Design ksa, sky130hd; sources not shown.
Run 1, sequential cells coloured by netlist name:
Bar = 20 µm. Other sequential cells in the stronger grey, the rest of the logic in the fainter grey.
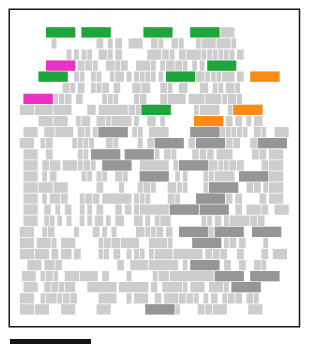
legend:
  kidx_q:
    colour: magenta
    flops: 2
  state_q:
    colour: orange
    flops: 3
  i_q:
    colour: green
    flops: 8
fraction of area in registers: 23.8%
power attributed to sequential cells: 0.176 mW

Run 1, routing congestion:
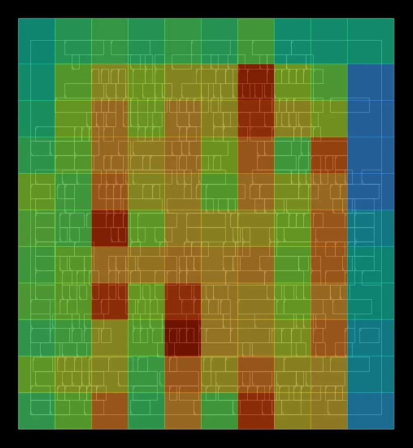
global-route usage over all layers: 23.8%
grt met2 use: 38.9%

Run 1, logic cells by family:
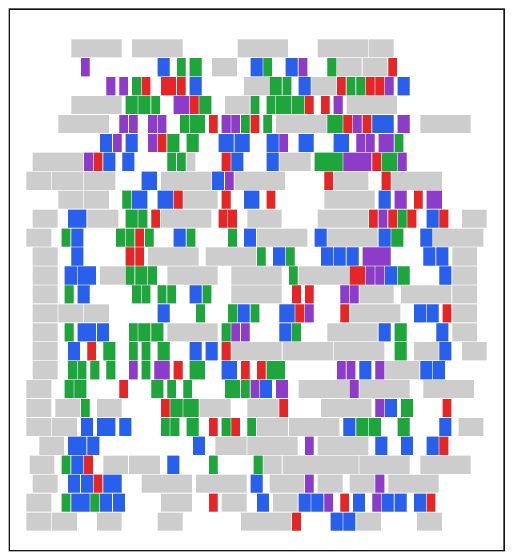
legend:
  aoi and oai cells:
    colour: blue
    cells: 94
    most_used: a21oi_1
    where: spread over the die
  nand cells:
    colour: green
    cells: 99
    most_used: nand2_1
  inv cells:
    colour: red
    cells: 58
    most_used: inv_1
  nor cells:
    colour: purple
    cells: 50
    most_used: nor2_1
Non-Filler Instances: 473
combinational share of cell area: 46.4%
most frequently placed logic cell in the final layout: sky130_fd_sc_hd__nand2_1

==> results_dict.tcl, run 1 <==
# implementation run metrics
set metrics [dict create \
    grt_pass1_wl_mm 10.6 \
    drt_first_iter_violations 186 \
    tightestPinTransition_ns 0.979 \
    port-buffer-count 52 \
    grt_pass1_vias 2335 \
    finalCriticalPeriod_ns 4.33 \
    detail_route.wirelength_mm 6.00 \
    holdBufCountCts 0 \
    routed_via_density 5.26 \
    ys_warn_count 0 \
    lay_top_cells "sky130_fd_sc_hd__nand2_1, sky130_fd_sc_hd__inv_1, sky130_fd_sc_hd__clkdlybuf4s50_1" \
    whs_ns 0.448 \
    post-layout-total-power_mw 0.518 \
    cts_buffers 5 \
    synth.net_count 419 \
    synth_cell_type_count 30 \
    critical_path_buf_inv_count 2 \
    fp.dieW_um 70.9 \
    synth-main-ff-cell "sky130_fd_sc_hd__dfxtp_1" \
    total_cells_reported_by_yosys_after_synthesis 366 \
    cts_setup_buffers 0 \
    relSlewSlack_pct 34.5 \
    cell_type_of_the_slowest_stage_on_the_worst_timing_path "sky130_fd_sc_hd__clkdlybuf4s50_1" \
    yosys.stat.chipArea_um2 2460 \
    final.fill_count 424 \
    insertion_delay_ns 0.29 \
    number_of_stages_on_the_worst_hold_path 2 \
    largest_net_degree_at_the_start_of_global_routing 23 \
    required_ns 8.16 \
    rsz0062_at_grt "false" \
    final-hold-violation-count 0 \
    warnings 28 \
    crit_path_max_incr_delay_ns 1.17 \
    syn_inst_count 366 \
    std_cell_rows 26 \
    cp_cell_sequence "nand2_2, nor2_4, inv_1, o21ai_0, clkdlybuf4s50_1" \
    layout-drive-gt1-share_pct 4.80 \
    dpl.hpwl_mm 4.67 \
    cts_root_buffer "sky130_fd_sc_hd__clkbuf_8" \
    maxCapViolCount 0 \
    chipHeight_um 77.6 \
    layout-area-overhead-vs-synth_pct 26.6 \
    dr_total_vias 2490 \
    grt_remaining_overflow 0 \
    place.gp.congestion 0.923 \
    ir_drop_worst_vdd_mv 0.108 \
    post_synthesis_sequential_element_count 37 \
    critical_path_peak_fanout 14 \
    status "completed" \
]
run 1: worst min-delay path, stage by stage (launching register included):
cell and delay, ns:
sky130_fd_sc_hd__dfxtp_1 0.30, sky130_fd_sc_hd__inv_1 0.05, sky130_fd_sc_hd__a21oi_1 0.05
run 1: cell type report:
cell class	instances	share of cell area, %
multi-input cells	262	46.4
flip-flops and latches	37	23.8
repair buffers	52	16.7
inverters	58	7.15
clock buffers	7	2.77
well taps	56	2.25
clock inverters	1	0.963
run 1: per-layer routing:
| layer | track usage (%) | wire length [µm] |
|---|---|---|
| met5 | 0 | 0 |
| met4 | 9.62 | 177 |
| met3 | 4.03 | 308 |
| met1 | 31.1 | 2740 |
| met2 | 38.9 | 2770 |
run 1: cell families after synthesis:
group                    count (synthesis)  share of synthesized area [%]
buffers and inverters                   67                           11.1
AND/OR/NAND/NOR                        149                           26.4
flip-flops                              37                           30.1
adder cells (fa/ha/maj)                 18                           11.6
AND-OR/OR-AND                           95                           20.8
run 1: through the flow:
step           worst slack (ns)  util (%)  std cells
2_1_floorplan              5.22         -        366
3_3_place_gp               5.66      64.0        465
3_5_place_dp               5.61      64.0        465
4_1_cts                    5.27      66.5        473
5_1_grt                    5.10      66.5        473
6_report                   5.27      66.5        473
run 1: power breakdown:
part	internal (mW)	switching [mW]	total, mW
sequential	0.165	0.0115	0.176
clock	0.0847	0.0557	0.140
combinational	0.0773	0.123	0.201
run 1: cells in the mapped netlist (2+ instances only):
| cell type | count | area share (%) |
|---|---|---|
| sky130_fd_sc_hd__a211oi_1 | 7 | 2.1 |
| sky130_fd_sc_hd__a21oi_1 | 42 | 8.5 |
| sky130_fd_sc_hd__buf_2 | 2 | 0.41 |
| sky130_fd_sc_hd__buf_4 | 2 | 0.61 |
| sky130_fd_sc_hd__clkbuf_1 | 3 | 0.46 |
| sky130_fd_sc_hd__dfxtp_1 | 37 | 30 |
| sky130_fd_sc_hd__fa_1 | 8 | 6.5 |
| sky130_fd_sc_hd__ha_1 | 10 | 5.1 |
| sky130_fd_sc_hd__inv_1 | 53 | 8.1 |
| sky130_fd_sc_hd__inv_2 | 2 | 0.31 |
| sky130_fd_sc_hd__inv_4 | 2 | 0.51 |
| sky130_fd_sc_hd__nand2_1 | 64 | 9.8 |
| sky130_fd_sc_hd__nand2_2 | 2 | 0.51 |
| sky130_fd_sc_hd__nand3_1 | 26 | 5.3 |
| sky130_fd_sc_hd__nand4_1 | 5 | 1.3 |
| sky130_fd_sc_hd__nor2_1 | 41 | 6.3 |
| sky130_fd_sc_hd__nor2_2 | 3 | 0.76 |
| sky130_fd_sc_hd__nor2_4 | 2 | 0.92 |
| sky130_fd_sc_hd__nor3_1 | 3 | 0.61 |
| sky130_fd_sc_hd__o21ai_0 | 34 | 6.9 |
| sky130_fd_sc_hd__o22ai_1 | 9 | 2.3 |
## Run 2: what changed since run 1
==> constraint.sdc (replaced) <==
create_clock -name clk -period 4.2 [get_ports clk]
set_input_delay 0.63 -clock clk [delete_from_list [all_inputs] [get_ports clk]]
set_output_delay 0.63 -clock clk [all_outputs]
set_load 0.1 [all_outputs]
==> run 2 against run 1 <==
Effect of this change: hold slack worse by 0.00071 ns; global-route usage rose by 0.82 points; critical path type is now reg -> reg; area after synthesis stayed put; critical path depth rose by 10; largest power group unchanged.
==> results_dict.tcl, run 2 <==
# implementation run metrics
set metrics [dict create \
    final-hold-violation-count 0 \
    top_area_cell "sky130_fd_sc_hd__dfxtp_1" \
    power_report.internal_total_mw 0.672 \
    grt_pass1_wl_mm 10.8 \
    number_of_stages_on_the_worst_hold_path 2 \
    synth.net_count 419 \
    total_cells_reported_by_yosys_after_synthesis 366 \
    post-layout-total-power_mw 1.13 \
    layout-drive-gt1-share_pct 9.55 \
    port-buffer-count 52 \
    layout-area-overhead-vs-synth_pct 24.3 \
    synth_largest_type_area_fraction_pct 30.1 \
    synth_cell_type_count 30 \
    critical_path_buf_inv_count 4 \
    netlist_top_cells_area "sky130_fd_sc_hd__dfxtp_1, sky130_fd_sc_hd__nand2_1, sky130_fd_sc_hd__a21oi_1, sky130_fd_sc_hd__inv_1, sky130_fd_sc_hd__o21ai_0" \
    ys_warn_count 0 \
    insertion_delay_ns 0.30 \
    floorplanUtilization_pct 52.5 \
    final_count_of_pins_violating_max_slew 0 \
    cts_root_buffer "sky130_fd_sc_hd__clkbuf_8" \
    warnings 28 \
    syn_inst_count 366 \
    post-place-cells 467 \
    cp_cell_sequence "clkinv_1, ha_1, inv_1, a21oi_1, a211oi_1, fa_1, ha_1, inv_1, fa_1, inv_1, nand4_1, nor2b_1, nand3_1, nand3_1, a21oi_1" \
    r2r.worst_path.cells 15 \
    netSwitchingFraction_pct 40.3 \
    top_cells_by_count "sky130_fd_sc_hd__nand2_1, sky130_fd_sc_hd__inv_1, sky130_fd_sc_hd__a21oi_1" \
    p_seq_share_pct 35.9 \
    chipHeight_um 77.6 \
    crit_type "reg -> reg" \
    relSlewSlack_pct 35.7 \
    grt_remaining_overflow 0 \
    tightestPinTransition_ns 0.961 \
    grt_pass1_vias 2365 \
    mostFrequentLayoutCell "sky130_fd_sc_hd__nand2_1" \
    pwr-share-comb_pct 42.0 \
    power_switching_mw 0.453 \
    crit_path_max_incr_delay_ns 0.54 \
    synth-main-ff-cell "sky130_fd_sc_hd__dfxtp_1" \
    std_cell_rows 26 \
    post_synthesis_sequential_element_count 37 \
    largest_net_degree_at_the_start_of_global_routing 23 \
    status "completed" \
    lay_top_cells "sky130_fd_sc_hd__nand2_1, sky130_fd_sc_hd__inv_1, sky130_fd_sc_hd__a21oi_1" \
    cts_buffers 5 \
    cts_setup_buffers 0 \
    routed_via_density 5.40 \
    rsz0062_at_grt "false" \
    finalCriticalPeriod_ns 3.47 \
    place.gp.congestion 0.923 \
    ir_drop_worst_vdd_mv 0.156 \
    yosysMostFrequentCell "sky130_fd_sc_hd__nand2_1" \
    hp-class "reg -> reg" \
    whs_ns 0.447 \
    final.fill_count 449 \
    drt_first_iter_violations 145 \
    yosys.stat.chipArea_um2 2460 \
    holdBufCountCts 0 \
    critical_path_peak_fanout 12 \
]
run 2: cell families (layout without fill, tap and decap cells):
| group | count (synthesis) | in the layout | share of synthesized area, % |
|---|---|---|---|
| AND-OR/OR-AND | 95 | 95 | 20.8 |
| adder cells (fa/ha/maj) | 18 | 18 | 11.6 |
| buffers and inverters | 67 | 120 | 11.1 |
| flip-flops | 37 | 37 | 30.1 |
| AND/OR/NAND/NOR | 149 | 149 | 26.4 |
run 2: routing by layer:
metal / vias to the layer above / GRT usage (%) / wire, µm
met5: - / 0 / 0
met4: 0 / 6.79 / 116
met3: 12 / 3.51 / 410
met2: 118 / 42.0 / 3010
met1: 1134 / 32.4 / 2780
li1: 1301 / - / -
run 2: layout make-up:
cell class	count	share of cell area, %
Clock buffer	5	2.25
Clock inverter	3	0.573
Inverter	58	7.28
Multi-Input combinational cell	262	47.3
Sequential cell	37	24.2
Tap cell	56	2.29
Timing Repair Buffer	54	16.1
run 2: power by group through the flow:
stage                     registers [mW]  clock network [mW]  logic [mW]
after global routing               0.408               0.263       0.531
after floorplan                    0.401                   0       0.345
final                              0.404               0.249       0.472
after global placement             0.411                   0       0.452
after CTS                          0.404               0.249       0.471
after detailed placement           0.412                   0       0.465
run 2: stage by stage:
step,util [%],area (µm²),setup slack (ns)
floorplan,-,2460,0.628
global placement,63.5,2970,0.948
detailed placement,63.5,2970,0.770
CTS,65.3,3060,0.776
global route,65.3,3060,0.474
finish,65.3,3060,0.733
run 2: worst min-delay path, delay by kind of cell, from the launching register on:
kind / cells / cell delay (ns)
buf+inv: 1 / 0.05
flops: 1 / 0.30
compound gates: 1 / 0.05
Run 2, logic cells by family:
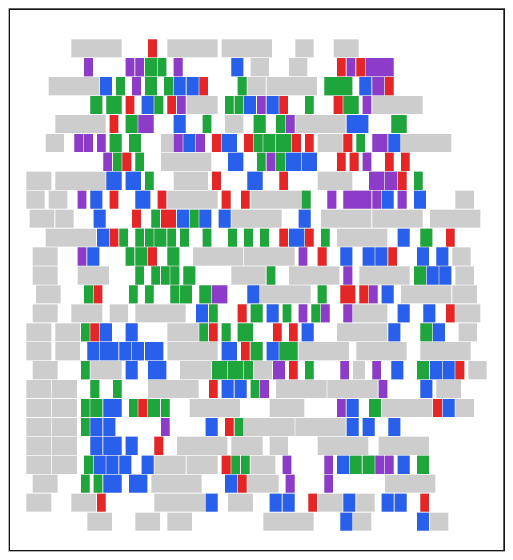
legend:
  nor cells:
    colour: purple
    cells: 50
    most_used: nor2_1
  inv cells:
    colour: red
    cells: 58
    most_used: inv_1
  nand cells:
    colour: green
    cells: 99
    most_used: nand2_1
  aoi and oai cells:
    colour: blue
    cells: 94
    most_used: a21oi_1
    where: spread over the die
combinational share of cell area: 47.3%
Non-Filler Instances: 475

Run 2, wiring by layer:
Two of the layers only.
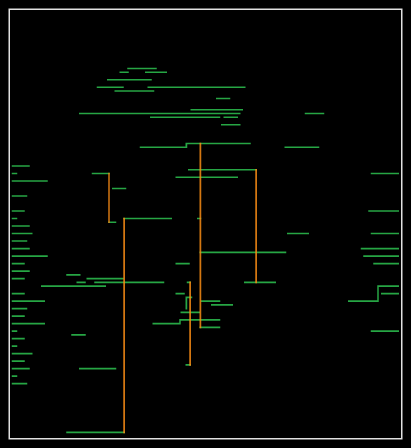
legend:
  M4:
    colour: orange
    wire_length: 116 µm
  M3:
    colour: green
    wire_length: 411 µm
via count of the routed design: 2565
global-route usage over all layers: 24.6%
Total Wirelength: 6.31 mm
routed wire length per instance: 13.3 µm

Power figures rest on the tool's default switching activity, not on a simulated workload.
